Run 1, register map, names as in the netlist:
Other sequential cells in the stronger grey, the rest of the logic in the fainter grey.
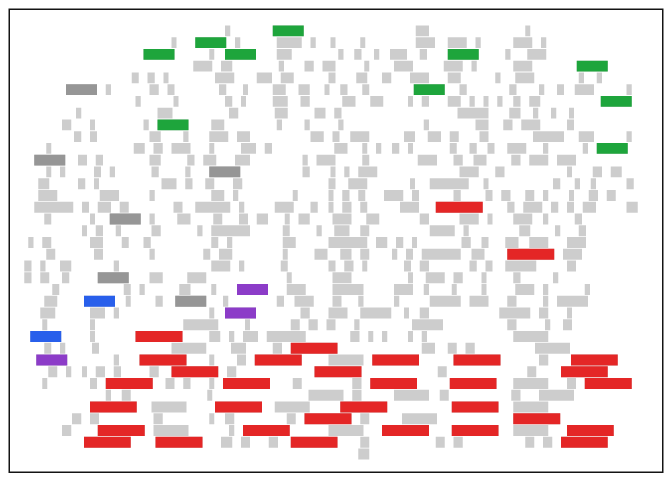
Run 1, I/O pins on the die edge:
Pins as bars across the die edge, other pins in grey.
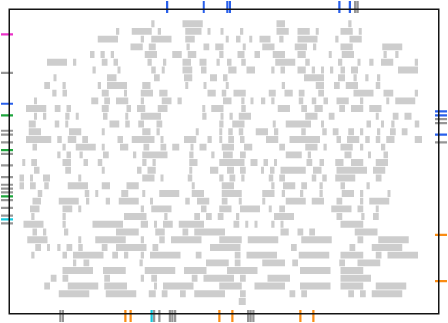
Run 1, wiring by layer:
The bar under the picture is 50 um long.
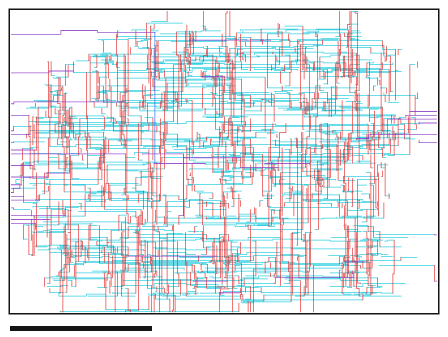
File: src/rtl/vending_if.sv
// Panel-side bundle of the vending controller: operator inputs plus dispense/change actuator outputs.
interface vending_if #(
  parameter int KIND_W   = 2,
  parameter int PRICE_W  = 8,
  parameter int NUM_W    = 3,
  parameter int CREDIT_W = 10
);
  logic                start;
  logic                admin;
  logic                price_wr;
  logic [PRICE_W-1:0]  price_val;
  logic [KIND_W-1:0]   kind;
  logic [NUM_W-1:0]    num;
  logic                coin_valid;
  logic [1:0]          coin;
  logic                enter;
  logic                cancel;
  logic [2:0]          state;
  logic [CREDIT_W-1:0] credit;
  logic [PRICE_W-1:0]  price;
  logic                made;
  logic [KIND_W-1:0]   made_kind;
  logic                coin_reject;
  logic                change_valid;
  logic [1:0]          change_coin;
  logic                err;
  logic                session_end;

  modport master (
    output start, admin, price_wr, price_val, kind, num, coin_valid, coin, enter, cancel,
    input  state, credit, price, made, made_kind, coin_reject, change_valid, change_coin,
           err, session_end
  );

  modport slave (
    input  start, admin, price_wr, price_val, kind, num, coin_valid, coin, enter, cancel,
    output state, credit, price, made, made_kind, coin_reject, change_valid, change_coin,
           err, session_end
  );
endinterface

File: src/rtl/vending_core_multi.sv
// Multi-product vending controller: admin pricing, coin intake, multi-unit purchase, greedy change.
// Optional AUTO_REFUND_TIMEOUT_EN: refund credit after TIMEOUT_CYC idle cycles in COLLECT.
module vending_core_multi #(
  parameter int NUM_KINDS     = 4,
  parameter int PRICE_W       = 8,
  parameter int NUM_W         = 3,
  parameter int CREDIT_W      = 10,
  parameter int DEFAULT_PRICE = 20,
  parameter int MAX_CREDIT    = 400
`ifdef AUTO_REFUND_TIMEOUT_EN
  , parameter int TIMEOUT_CYC = 1000
`endif
) (
  input  logic      clk,
  input  logic      rst_n,
  vending_if.slave  bus
);
  localparam int KIND_W = $clog2(NUM_KINDS);
  localparam int COST_W = PRICE_W + NUM_W;
  localparam int CMP_W  = (COST_W > CREDIT_W) ? COST_W : CREDIT_W;

  localparam logic [2:0] ST_IDLE     = 3'd0;
  localparam logic [2:0] ST_ADMIN    = 3'd1;
  localparam logic [2:0] ST_COLLECT  = 3'd2;
  localparam logic [2:0] ST_CHECK    = 3'd3;
  localparam logic [2:0] ST_DISPENSE = 3'd4;
  localparam logic [2:0] ST_CHANGE   = 3'd5;
  localparam logic [2:0] ST_DONE     = 3'd6;

  logic [2:0]          state_reg, state_next;
  logic [CREDIT_W-1:0] credit_reg, credit_next;
  logic [KIND_W-1:0]   kind_reg, kind_next;
  logic [NUM_W-1:0]    num_reg, num_next;
  logic [NUM_W-1:0]    cnt_reg, cnt_next;
  logic [PRICE_W-1:0]  price_reg [NUM_KINDS];
  logic [NUM_KINDS-1:0] wr_hit;

  logic [PRICE_W-1:0]  price_rd, chk_price;
  logic                kind_ok;
  logic [COST_W-1:0]   cost;
  logic                cost_ok;
  logic [CREDIT_W-1:0] coin_val, chg_val;
  logic [CREDIT_W:0]   coin_sum;
  logic                coin_fits;
  logic [1:0]          chg_code;
  logic                err_pulse, reject_pulse, timeout_hit;

  // A zero price would make a product free, so such writes are refused.
  genvar gi;
  generate
    for (gi = 0; gi < NUM_KINDS; gi++) begin : g_wr
      assign wr_hit[gi] = (state_reg == ST_ADMIN) && bus.price_wr && (bus.price_val != '0)
                          && (bus.kind == KIND_W'(gi));
    end
  endgenerate

  always_ff @(posedge clk) begin
    for (int k = 0; k < NUM_KINDS; k++) begin
      if (!rst_n)
        price_reg[k] <= PRICE_W'(DEFAULT_PRICE);
      else if (wr_hit[k])
        price_reg[k] <= bus.price_val;
    end
  end

  always_comb begin
    price_rd  = '0;
    chk_price = '0;
    kind_ok   = 1'b0;
    for (int k = 0; k < NUM_KINDS; k++) begin
      if (bus.kind == KIND_W'(k))
        price_rd = price_reg[k];
      if (kind_reg == KIND_W'(k)) begin
        chk_price = price_reg[k];
        kind_ok   = 1'b1;
      end
    end
  end

  always_comb begin
    case (bus.coin)
      2'd0:    coin_val = CREDIT_W'(1);
      2'd1:    coin_val = CREDIT_W'(2);
      2'd2:    coin_val = CREDIT_W'(10);
      default: coin_val = CREDIT_W'(20);
    endcase
  end

  assign coin_sum  = {1'b0, credit_reg} + {1'b0, coin_val};
  assign coin_fits = coin_sum <= (CREDIT_W+1)'(MAX_CREDIT);
  assign cost      = COST_W'(chk_price) * COST_W'(num_reg);
  assign cost_ok   = (num_reg != '0) && kind_ok && (CMP_W'(cost) <= CMP_W'(credit_reg));

  // Largest coin that still fits in the remaining credit.
  always_comb begin
    if (credit_reg >= CREDIT_W'(20)) begin
      chg_code = 2'd3; chg_val = CREDIT_W'(20);
    end else if (credit_reg >= CREDIT_W'(10)) begin
      chg_code = 2'd2; chg_val = CREDIT_W'(10);
    end else if (credit_reg >= CREDIT_W'(2)) begin
      chg_code = 2'd1; chg_val = CREDIT_W'(2);
    end else begin
      chg_code = 2'd0; chg_val = CREDIT_W'(1);
    end
  end

`ifdef AUTO_REFUND_TIMEOUT_EN
  localparam int TO_W = $clog2(TIMEOUT_CYC + 1);
  logic [TO_W-1:0] idle_cnt_reg;
  logic            collect_activity;

  assign collect_activity = bus.coin_valid || bus.enter || bus.cancel;
  assign timeout_hit = (state_reg == ST_COLLECT) && !collect_activity
                       && (idle_cnt_reg == TO_W'(TIMEOUT_CYC - 1));

  always_ff @(posedge clk) begin
    if (!rst_n || state_reg != ST_COLLECT || collect_activity)
      idle_cnt_reg <= '0;
    else
      idle_cnt_reg <= idle_cnt_reg + TO_W'(1);
  end
`else
  assign timeout_hit = 1'b0;
`endif

  always_comb begin
    state_next   = state_reg;
    credit_next  = credit_reg;
    kind_next    = kind_reg;
    num_next     = num_reg;
    cnt_next     = cnt_reg;
    err_pulse    = 1'b0;
    reject_pulse = bus.coin_valid && !((state_reg == ST_COLLECT) && coin_fits);
    case (state_reg)
      ST_IDLE: begin
        if (bus.admin)
          state_next = ST_ADMIN;
        else if (bus.start)
          state_next = ST_COLLECT;
      end
      ST_ADMIN: begin
        if (bus.price_wr && bus.price_val == '0)
          err_pulse = 1'b1;
        if (!bus.admin)
          state_next = ST_IDLE;
      end
      ST_COLLECT: begin
        // A coin arriving with ENTER is credited before CHECK sees the credit.
        if (bus.coin_valid && coin_fits)
          credit_next = coin_sum[CREDIT_W-1:0];
        if (bus.cancel || timeout_hit) begin
          state_next = ST_CHANGE;
        end else if (bus.enter) begin
          state_next = ST_CHECK;
          kind_next  = bus.kind;
          num_next   = bus.num;
        end
      end
      ST_CHECK: begin
        if (cost_ok) begin
          credit_next = credit_reg - CREDIT_W'(cost);
          cnt_next    = num_reg;
          state_next  = ST_DISPENSE;
        end else begin
          err_pulse  = 1'b1;
          state_next = ST_COLLECT;
        end
      end
      ST_DISPENSE: begin
        cnt_next = cnt_reg - NUM_W'(1);
        if (cnt_reg == NUM_W'(1))
          state_next = ST_CHANGE;
      end
      ST_CHANGE: begin
        if (credit_reg == '0)
          state_next = ST_DONE;
        else
          credit_next = credit_reg - chg_val;
      end
      ST_DONE:  state_next = ST_IDLE;
      default:  state_next = ST_IDLE;
    endcase
  end

  always_ff @(posedge clk) begin
    if (!rst_n) begin
      state_reg  <= ST_IDLE;
      credit_reg <= '0;
      kind_reg   <= '0;
      num_reg    <= '0;
      cnt_reg    <= '0;
    end else begin
      state_reg  <= state_next;
      credit_reg <= credit_next;
      kind_reg   <= kind_next;
      num_reg    <= num_next;
      cnt_reg    <= cnt_next;
    end
  end

  assign bus.state        = state_reg;
  assign bus.credit       = credit_reg;
  assign bus.price        = price_rd;
  assign bus.made         = (state_reg == ST_DISPENSE);
  assign bus.made_kind    = kind_reg;
  assign bus.coin_reject  = reject_pulse;
  assign bus.change_valid = (state_reg == ST_CHANGE) && (credit_reg != '0);
  assign bus.change_coin  = chg_code;
  assign bus.err          = err_pulse;
  assign bus.session_end  = (state_reg == ST_DONE);
endmodule

File: src/flat_wrapper.sv
// flat-port wrapper written by rule: the top's interface ports become plain ports
module vending_core_multi_flat 
#(
  parameter int NUM_KINDS     = 4,
  parameter int PRICE_W       = 8,
  parameter int NUM_W         = 3,
  parameter int CREDIT_W      = 10,
  parameter int DEFAULT_PRICE = 20,
  parameter int MAX_CREDIT    = 400

)
  (clk, rst_n, bus_start, bus_admin, bus_price_wr, bus_price_val, bus_kind, bus_num, bus_coin_valid, bus_coin, bus_enter, bus_cancel, bus_state, bus_credit, bus_price, bus_made, bus_made_kind, bus_coin_reject, bus_change_valid, bus_change_coin, bus_err, bus_session_end);
  vending_if #(.KIND_W((2)), .PRICE_W(PRICE_W), .NUM_W(NUM_W), .CREDIT_W(CREDIT_W)) bus_i ();
  input  logic clk;
  input  logic rst_n;
  input wire logic [$bits(bus_i.start)-1:0] bus_start;
  input wire logic [$bits(bus_i.admin)-1:0] bus_admin;
  input wire logic [$bits(bus_i.price_wr)-1:0] bus_price_wr;
  input wire logic [$bits(bus_i.price_val)-1:0] bus_price_val;
  input wire logic [$bits(bus_i.kind)-1:0] bus_kind;
  input wire logic [$bits(bus_i.num)-1:0] bus_num;
  input wire logic [$bits(bus_i.coin_valid)-1:0] bus_coin_valid;
  input wire logic [$bits(bus_i.coin)-1:0] bus_coin;
  input wire logic [$bits(bus_i.enter)-1:0] bus_enter;
  input wire logic [$bits(bus_i.cancel)-1:0] bus_cancel;
  output wire logic [$bits(bus_i.state)-1:0] bus_state;
  output wire logic [$bits(bus_i.credit)-1:0] bus_credit;
  output wire logic [$bits(bus_i.price)-1:0] bus_price;
  output wire logic [$bits(bus_i.made)-1:0] bus_made;
  output wire logic [$bits(bus_i.made_kind)-1:0] bus_made_kind;
  output wire logic [$bits(bus_i.coin_reject)-1:0] bus_coin_reject;
  output wire logic [$bits(bus_i.change_valid)-1:0] bus_change_valid;
  output wire logic [$bits(bus_i.change_coin)-1:0] bus_change_coin;
  output wire logic [$bits(bus_i.err)-1:0] bus_err;
  output wire logic [$bits(bus_i.session_end)-1:0] bus_session_end;
  assign bus_i.start = bus_start;
  assign bus_i.admin = bus_admin;
  assign bus_i.price_wr = bus_price_wr;
  assign bus_i.price_val = bus_price_val;
  assign bus_i.kind = bus_kind;
  assign bus_i.num = bus_num;
  assign bus_i.coin_valid = bus_coin_valid;
  assign bus_i.coin = bus_coin;
  assign bus_i.enter = bus_enter;
  assign bus_i.cancel = bus_cancel;
  assign bus_state = bus_i.state;
  assign bus_credit = bus_i.credit;
  assign bus_price = bus_i.price;
  assign bus_made = bus_i.made;
  assign bus_made_kind = bus_i.made_kind;
  assign bus_coin_reject = bus_i.coin_reject;
  assign bus_change_valid = bus_i.change_valid;
  assign bus_change_coin = bus_i.change_coin;
  assign bus_err = bus_i.err;
  assign bus_session_end = bus_i.session_end;
  vending_core_multi #(.NUM_KINDS(NUM_KINDS), .PRICE_W(PRICE_W), .NUM_W(NUM_W), .CREDIT_W(CREDIT_W), .DEFAULT_PRICE(DEFAULT_PRICE), .MAX_CREDIT(MAX_CREDIT)) u_core (.clk(clk), .rst_n(rst_n), .bus(bus_i));
endmodule
File: config.mk
export PLATFORM = sky130hd
export DESIGN_NAME = vending_core_multi_flat
export DESIGN_NICKNAME = d
export VERILOG_FILES = /design/src/rtl/vending_if.sv /design/src/rtl/vending_core_multi.sv /design/src/flat_wrapper.sv
export SDC_FILE = /design/constraint.sdc
export NUM_CORES = 1
export LEC_CHECK = 0
export ABC_CLOCK_PERIOD_IN_PS = 12400
export CAP_MARGIN = 15
export CELL_PAD_IN_SITES_DETAIL_PLACEMENT = 2
export CELL_PAD_IN_SITES_GLOBAL_PLACEMENT = 2
export CORE_ASPECT_RATIO = 0.7
export CORE_MARGIN = 2
export CORE_UTILIZATION = 30
export DETAILED_ROUTE_END_ITERATION = 6
export DONT_BUFFER_PORTS = 1
export MAX_ROUTING_LAYER = met4
export PLACE_DENSITY_LB_ADDON = 0.1
export RECOVER_POWER = 100
export SLEW_MARGIN = 25
export SYNTH_ARGS = -nofsm -noshare
export SYNTH_HDL_FRONTEND = slang
export SYNTH_SLANG_ARGS = --single-unit
File: constraint.sdc
create_clock -name clk -period 12.4 [get_ports clk]
set_input_delay 2.48 -clock clk [delete_from_list [all_inputs] [get_ports clk]]
set_output_delay 2.48 -clock clk [all_outputs]
set_load 0.1 [all_outputs]
==> git commit body, run 1 <==
Log flow metrics for this revision

- Type of the worst setup path: flip-flop to output pin
* Clock-pin slew of the registers on the worst-case setup and hold paths: 0.08 ns
* Iteration-0 DRC Markers: 152
- In the synthesized netlist, the dominant kind of combinational cell is simple AND/OR/NAND/NOR gates.
* Power Density: 184.6 nW/um^2
- The biggest slice of the total power is consumed by combinational logic.
- Clock Tree Root: sky130_fd_sc_hd__clkbuf_16
- The synthesis report lists the Yosys warning total as 0.
- Timing analysis after detailed placement gives a worst setup slack of 4.300 ns.
- Clock buffer instance count of the final layout: 5
- The final reports fail on max-capacitance violations, max-slew violations.
- The clock passes through at most 2 buffers.
* Multiplexer area fraction after synthesis: 9.277%
* Slowest-stage cell, CP: sky130_fd_sc_hd__nor2b_1
- In this run, post-CTS hold repair placed 0 buffers.
* Synth Area per Inst: 9.287 um^2
* Transition time of the tightest slew-check pin: 3.010 ns
* Fin Clk Skew: 0.006565 ns
- The final critical path takes up 78.25% of the cycle.
- Post-detailed-placement cell area: 4871 um^2
- Cell total in the yosys stat output: 488
* F_max: 103.1 MHz
- Net Sw Power: 483.1 uW
- For the completed layout, the total cell area is recorded as 4943 um^2.
- Sequential power share: 24.2%
- Clk network pwr share: 17.2%
* Crit Reg-Reg Startpoint: u_core.bus.made_kind[1]
* Max FFs per register: 32
- Number of buffers inserted during clock tree synthesis: 5
- Vias in the first global route: 4168
- Most frequent cells in the layout: 48 x sky130_fd_sc_hd__nor2_1, 40 x sky130_fd_sc_hd__ha_1, 39 x sky130_fd_sc_hd__nand2_1
* Max Cap Violations: 15
- Per the post-route antenna check, the number of violating nets is 0.
- The repair_antennas step left the layout with diodes totalling 0.
* Layout buffer count excluding clock buffers: 17
* Total clock network power: 157 uW
* Fraction of the mapped netlist area in adder cells: 15.02%
* Proportion of cell area occupied by multi-input gates: 59.45%
- R2R depth: 21
* Overall chip area: 16120 um^2
* End point of the worst hold path: u_core.cnt_reg[2]
- Count of cell types in the netlist: 61
- Count of cells along the worst hold path: 2
- Leaving out fill and tap cells, the most frequent cell in the layout is sky130_fd_sc_hd__nor2_1.
- Checking max transition, the worst relative margin is -102.5%.
* First-pass iteration count of the detailed router: 4
* Later-pin clock latency in the skew report: 0.30 ns
* Number of sequential cells in the layout: 53
- The clock net in this run drives a total of 53 sinks.
* Max FO, Critical Path: 10
* Cells after Synth: 488
* Register Area: 1381 um^2
* Worst EP arrival: 7.22 ns
- Clock period minus final worst setup slack: 9.703 ns
- Sw Ratio: 52.94%
- The first global-routing pass estimated 24030 um of wire.
- Final Hold Viols: 0
- For this run the detailed placement stage logged an HPWL of 11850 um.
- Number of filler cells placed in the layout: 1675
- Counting the inverters off the clock network in the layout gives 34.
- TritonCTS built the clock tree.
* Startpoint of the lowest-slack hold path: u_core.cnt_reg[2]
- Ratio of cells with drive above 1 in the final layout: 7.661%
* Reg-to-Reg End: u_core.bus.credit[6]
- Area added between synthesis and finish: 9.083%
- Simple-gate share of the synthesized area: 22.09%
* Setup slack, reg-to-reg: 5.14 ns
- H-tree levels: 2
- Global route overflow: 0
- Outcome: finished, violations left
* Setup crit end kind: output pin
- Overall die width: 150.9 um
- Multi-input comb cells: 384
- Slew Viols, Final: 111
* Chip Area, Yosys: 4532 um^2
- The most critical hold endpoint after final layout shows a slack of 0.4677 ns.
- Unrepaired setup endpoints after global routing: false
* Power Combinational: 535 uW
* Sequential-to-total area share from yosys stat: 30.48%
* CP cell instances: clkbuf_1 -> mux4_2 -> nand2_1 -> fa_1 -> inv_1 -> ha_1 -> fa_1 -> a21oi_1 -> o21ai_0 -> o21a_1 -> nor2_1 -> xnor2_1 -> ha_1 -> nand4_1 -> nor2_1 -> o211ai_1 -> o211ai_1 -> a21oi_1 -> o21ai_0 -> nor2b_1
- Post-route non-filler standard cell count: 691
- Avg Vias per Cell: 5.401
- STA classifies the critical path startpoint as a flip-flop.
- Buffers added to address setup during post-CTS repair amount to 0.
- Cell group occupying the most layout area: multi-input combinational cells
* Worst supply voltage drop on vdd: 0.09562 mV
- Looking at the power breakdown, combinational cells take 58.6% of the total.
* Row Count: 37
About 'register map, names as in the netlist':
Key: blue = `u_core.bus.made_kind` [placed flops 2]; green = `u_core.bus.credit` [placed flops 10]; purple = `u_core.num_reg` [placed flops 3]; red = `u_core.price_reg` [placed flops 32, where a band across the bottom]
Util after Layout: 33.58%
Seq/total area: 27.94%
power attributed to sequential cells: 221 uW

About 'I/O pins on the die edge':
Key: green = `bus_state` [pins 3, direction output, edge left]; orange = `bus_price` [pins 8, direction output, edge 6 bottom, 2 right]; cyan = `bus_kind` [pins 2, direction input, edge 1 bottom, 1 left]; magenta = `clk` [pins 1, direction input, edge left]; blue = `bus_credit` [pins 10, direction output, edge 6 top, 3 right, 1 left]
IO buf count: 0
Die Ht: 106.8 um

About 'wiring by layer':
Key: purple = met3 [wire length 558 um]; blue = met4 [wire length 66.6 um]; red = met2 [wire length 5910 um]; cyan = met1 [wire length 8200 um]
total length of routed wires: 14730 um
vias post-DR: 3732
WL/cell: 21.32 um
total global routing track utilization: 20.23%

==> run 1: per-layer routing <==
layer | share of wire, % | wire (um) | track usage (%)
met2 | 40 | 5909 | 28.80
met1 | 56 | 8195 | 30.38
met5 | 0 | 0 | -
met4 | 0.45 | 66 | 2.804
met3 | 3.8 | 557 | 3.915
==> run 1: how the worst max path moves through the flow <==
| stage | startpoint | to | slack (ns) | depth (start not counted) |
|---|---|---|---|---|
| floorplan | u_core.bus.made_kind[0] | bus_err | 3.75 | 18 |
| global placement | bus_coin[0] | bus_coin_reject | 4.39 | 11 |
| detailed placement | u_core.bus.made_kind[0] | bus_err | 4.30 | 17 |
| CTS | u_core.bus.made_kind[0] | bus_err | 3.93 | 17 |
| global route | u_core.bus.made_kind[1] | bus_err | 2.30 | 20 |
| finish | u_core.bus.made_kind[1] | bus_err | 2.70 | 20 |
==> run 1: cell usage after synthesis (all sizes together), types with 3 or more instances <==
library cell	n	area, um^2
mux2i	6	60.06
nor4	3	18.77
nor2	48	180.2
nand2b	10	62.56
nor3b	3	22.52
a211o	3	26.28
edfxtp	32	960.9
dfxtp	21	420.4
nand2	39	146.4
xor2	3	26.28
o211ai	3	22.52
clkbuf	14	52.55
nor3	15	80.08
o21ai	27	135.1
inv	33	123.9
xnor2	14	122.6
a21o	3	22.52
a211oi	10	105.1
a21oi	32	160.2
and2	40	250.2
ha	40	500.5
nand3	4	20.02
or3	8	50.05
and3	4	25.02
buf	3	26.27
mux4	16	360.4
nor2b	12	75.07
fa	9	180.2
==> run 1: critical path, delay by kind of cell, from the launching register on <==
kind            cells  cell delay (ns)
compound gates      7             1.20
flops               1             0.31
fa+ha+maj           4             1.49
mux                 1             0.52
simple gates        5             1.92
xor+xnor            1             0.11
buf+inv             2             1.38
==> run 2, diff against run 1 <==
Settings changed: ABC_CLOCK_PERIOD_IN_PS 12400 to 10000.
Clock period 12.4 ns to 10 ns, I/O delays scaled along.
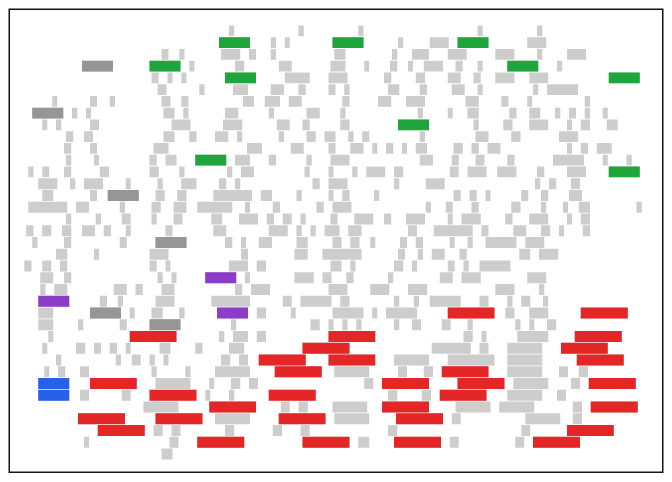
Run 2: register map, names as in the netlist
Other sequential cells in the stronger grey, the rest of the logic in the fainter grey.
Key: green = `u_core.bus.credit` [placed flops 10]; red = `u_core.price_reg` [placed flops 32, where a band across the bottom]; purple = `u_core.num_reg` [placed flops 3]; blue = `u_core.bus.made_kind` [placed flops 2]
Another 6 sequential cells are not coloured.
Register Area: 1381 um^2
Seq/total area: 27.90%
power attributed to sequential cells: 284 uW
Util after Layout: 33.63%

==> git commit body, run 2 <==
Log flow metrics for this revision

- Avg Vias per Cell: 5.363 (was 5.401)
- The total congestion overflow was 0 (unchanged).
- The register share after synthesis was 30.48% (unchanged).
- Number of warnings the tools reported: 29 (unchanged)
- The total buffers and inverters traversed by the critical path was 2 (unchanged).
- Max FFs per register: 32 (unchanged)
- Synth top area share: 21.20% (unchanged)
* WL/cell: 21.39 um (was 21.32 um)
- The netlist area before placement was 4532 um^2 (unchanged).
- CP cell instances: inv_1 -> ha_1 -> ha_1 -> inv_1 -> fa_1 -> nand2b_1 -> a211oi_1 -> o21ai_0 -> xnor2_1 -> a311o_1 -> o311a_1 -> a21boi_0 (was clkbuf_1 -> mux4_2 -> nand2_1 -> fa_1 -> inv_1 -> ha_1 -> fa_1 -> a21oi_1 -> o21ai_0 -> o21a_1 -> nor2_1 -> xnor2_1 -> ha_1 -> nand4_1 -> nor2_1 -> o211ai_1 -> o211ai_1 -> a21oi_1 -> o21ai_0 -> nor2b_1).
* F_max: 116.2 MHz
- The final tally of hold violations is 0 (unchanged).
* Count of endpoints failing setup in the final report: 0 (unchanged)
- Number of buffers inserted during clock tree synthesis: 5 (unchanged)
- The chip footprint is 16120 um^2 (unchanged).
- The final timing summary puts the cycle share of the worst path at 86.08%.
* Setup repair bufs after CTS: 0 (unchanged)
- Post-Syn Nets: 560 (unchanged)
- Startpoint of the lowest-slack hold path: u_core.cnt_reg[2] (unchanged)
* Total negative slack: 0 ns (unchanged)
- The worst setup skew after layout came to 0.008679 ns (was 0.006565 ns).
- The worst reg-to-reg path cell count is 18 (was 21).
- The final max-slew violation count came to 103 (was 111).
- Post-detailed-placement cell area: 4871 um^2 (unchanged)
- The clock edge transition at the registers on the reported setup and hold paths is 0.08 ns (about the same).
* Synth async-reset ratio: 0% (unchanged)
- The critical register-to-register path endpoint was u_core.bus.credit[3] (was u_core.bus.credit[6]).
* Worst max-slew margin expressed relative to the limit: -103.0% (was -102.5%)
* Max FO, Critical Path: 2 (was 10)
* Cells after Synth: 488 (unchanged)
- The proportion of layout cells with a drive suffix above 1 is 7.460% (was 7.661%).
* Total length of routed wires: 14780 um (was 14730 um)
- Count of cells along the worst hold path: 2 (unchanged)
* Sinks on the clock net: 53 (unchanged)
- The cell area power density came to 233.1 nW/um^2 (was 184.6 nW/um^2).
- Outcome: finished, violations left (unchanged).
* Worst EP arrival: 6.61 ns (was 7.22 ns)
- The wire length of the first global-routing pass came to 23810 um (was 24030 um).
- Clock Tree Root: sky130_fd_sc_hd__clkbuf_16 (unchanged)
* H-tree levels: 2 (unchanged)
- The area growth from synthesis to layout came to 9.249% (was 9.083%).
- The maximum clock path buffer count is 2 (unchanged).
- The critical path class was primary input to output pin (was flip-flop to output pin).
- Worst supply voltage drop on vdd: 0.08909 mV (was 0.09562 mV)
- The final timing report derives a shortest allowable period of 8.608 ns.
- HPWL after DPL: 12100 um (was 11850 um)
* Slowest-stage cell, CP: sky130_fd_sc_hd__a21boi_0 (was sky130_fd_sc_hd__nor2b_1)
- Synth top cell by count: sky130_fd_sc_hd__nor2_1 (unchanged)
- Chip Area, Yosys: 4532 um^2 (unchanged)
- The transition at the pin with the smallest max-transition slack came to 3.018 ns (was 3.010 ns).
- Later-pin clock latency in the skew report: 0.31 ns (was 0.30 ns)
- The hold buffer count at CTS came to 0 (unchanged).
- Failing checks: max-capacitance violations, max-slew violations (unchanged).
- Synth Area per Inst: 9.287 um^2 (unchanged)
- The minimum setup slack among reg-to-reg paths came to 2.81 ns (was 5.14 ns).
- Worst hold path class: flip-flop to flip-flop (unchanged)
- The most frequently placed logic cell in the final layout is sky130_fd_sc_hd__nor2_1 (unchanged).
- Post-route non-filler standard cell count: 691 (unchanged)
* IO buf count: 0 (unchanged)
- Ranking of synthesized cells by instance count: 48 x sky130_fd_sc_hd__nor2_1, 40 x sky130_fd_sc_hd__and2_1, 40 x sky130_fd_sc_hd__ha_1 (unchanged).
- The TritonCTS clock tree is yes (unchanged).
* Gate family responsible for the most delay along the worst path: AND-OR/OR-AND gates (was simple AND/OR/NAND/NOR gates)
* First-pass iteration count of the detailed router: 4 (unchanged)
* Row Count: 37 (unchanged)
- Vias in the first global route: 4126 (was 4168)
- The count of yosys warnings during synthesis came to 0 (unchanged).
* End point of the worst hold path: u_core.cnt_reg[2] (unchanged)
- Unrepaired setup endpoints after global routing: false (unchanged).
- Max Cap Violations: 12 (was 15)
* Number of filler cells placed in the layout: 1686 (was 1675)
* Crit Reg-Reg Startpoint: u_core.bus.made_kind[0] (was u_core.bus.made_kind[1])
- Vias post-DR: 3706 (was 3732)
- Largest cells by area after synthesis: sky130_fd_sc_hd__edfxtp_1 21%, sky130_fd_sc_hd__ha_1 11%, sky130_fd_sc_hd__dfxtp_1 9.3%, sky130_fd_sc_hd__mux4_2 8.0%, sky130_fd_sc_hd__and2_1 5.5% (unchanged).
- The critical path capture point type is an output pin (unchanged).
- Most frequent cells in the layout: 48 x sky130_fd_sc_hd__nor2_1, 40 x sky130_fd_sc_hd__ha_1, 39 x sky130_fd_sc_hd__nand2_1 (unchanged).
- Total global routing track utilization: 20.25% (was 20.23%)
- The biggest area consumer among synthesized cells is sky130_fd_sc_hd__edfxtp_1 (unchanged).
- The launch point of the worst path was bus_coin[0] (was u_core.bus.made_kind[1]).
- Count of cell types in the netlist: 61 (unchanged)
- The yosys stat cell total is 488 (unchanged).
- The post-detailed-route count of antenna-violating nets is 0 (unchanged).
- Iteration-0 DRC Markers: 155 (was 152)
- The height of the chip came to 106.8 um (unchanged).
* Final standard cell area without fillers: 4951 um^2 (was 4943 um^2)
- The layout net count is 567 (unchanged).
* Number of antenna cells inserted: 0 (unchanged)
- The horizontal extent of the die was 150.9 um (unchanged).
- CP Launch Type: primary input (was flip-flop)
run 2: cell counts after synthesis:
Identical to the previous run, type by type.
run 2: through the flow:
stage	hold slack [ns]	setup slack (ns)
2_1_floorplan	0.4363	1.831
3_3_place_gp	0.4435	2.555
3_5_place_dp	0.4609	2.428
4_1_cts	0.4741	2.052
5_1_grt	0.5117	1.005
6_report	0.4680	1.392
run 2: power breakdown:
group | total (mW) | switching (mW) | leakage [nW] | internal (mW)
sequential | 0.284 | 0.0277 | 0.473 | 0.256
combinational | 0.653 | 0.474 | 1.33 | 0.179
clock | 0.217 | 0.0962 | 0.0848 | 0.121
total | 1.15 | 0.598 | 1.89 | 0.556
run 2: kinds of logic after synthesis:
kind of cell	synth area share (%)
AOI/OAI and AO/OA	14.80
xor gates and xnor gates	3.783
and+or+nand+nor	22.09
buffers and inverters	4.555
DFF	30.48
adders and majority gates	15.02
muxes	9.277
run 2: layout make-up:
| type | count | share of cell area [%] |
|---|---|---|
| timing repair buffer | 17 | 1.794 |
| inverter | 34 | 2.578 |
| tap | 195 | 4.928 |
| clock inverter | 3 | 0.9603 |
| multi-input combinational | 384 | 59.31 |
| clock buffer | 5 | 2.527 |
| sequential | 53 | 27.90 |
run 2: worst max path at each step:
| stage | end | slack [ns] | cells after the start |
|---|---|---|---|
| floorplan | bus_err | 1.83 | 18 |
| global placement | bus_err | 2.55 | 17 |
| detailed placement | bus_err | 2.43 | 17 |
| CTS | bus_err | 2.05 | 17 |
| global route | bus_err | 1.01 | 17 |
| finish | bus_coin_reject | 1.39 | 12 |
run 2: per-layer routing:
layer  wire, um  part of all wire, %  global-route usage [%]  vias up
li1           -                    -                       -     1762
met1       8101                   55                   30.92     1869
met2       5888                   40                   28.21       67
met3        694                  4.7                   3.745        8
met4         95                 0.64                   3.004        0
met5          0                    0                       -        -
Power figures rest on the tool's default switching activity, not on a simulated workload.
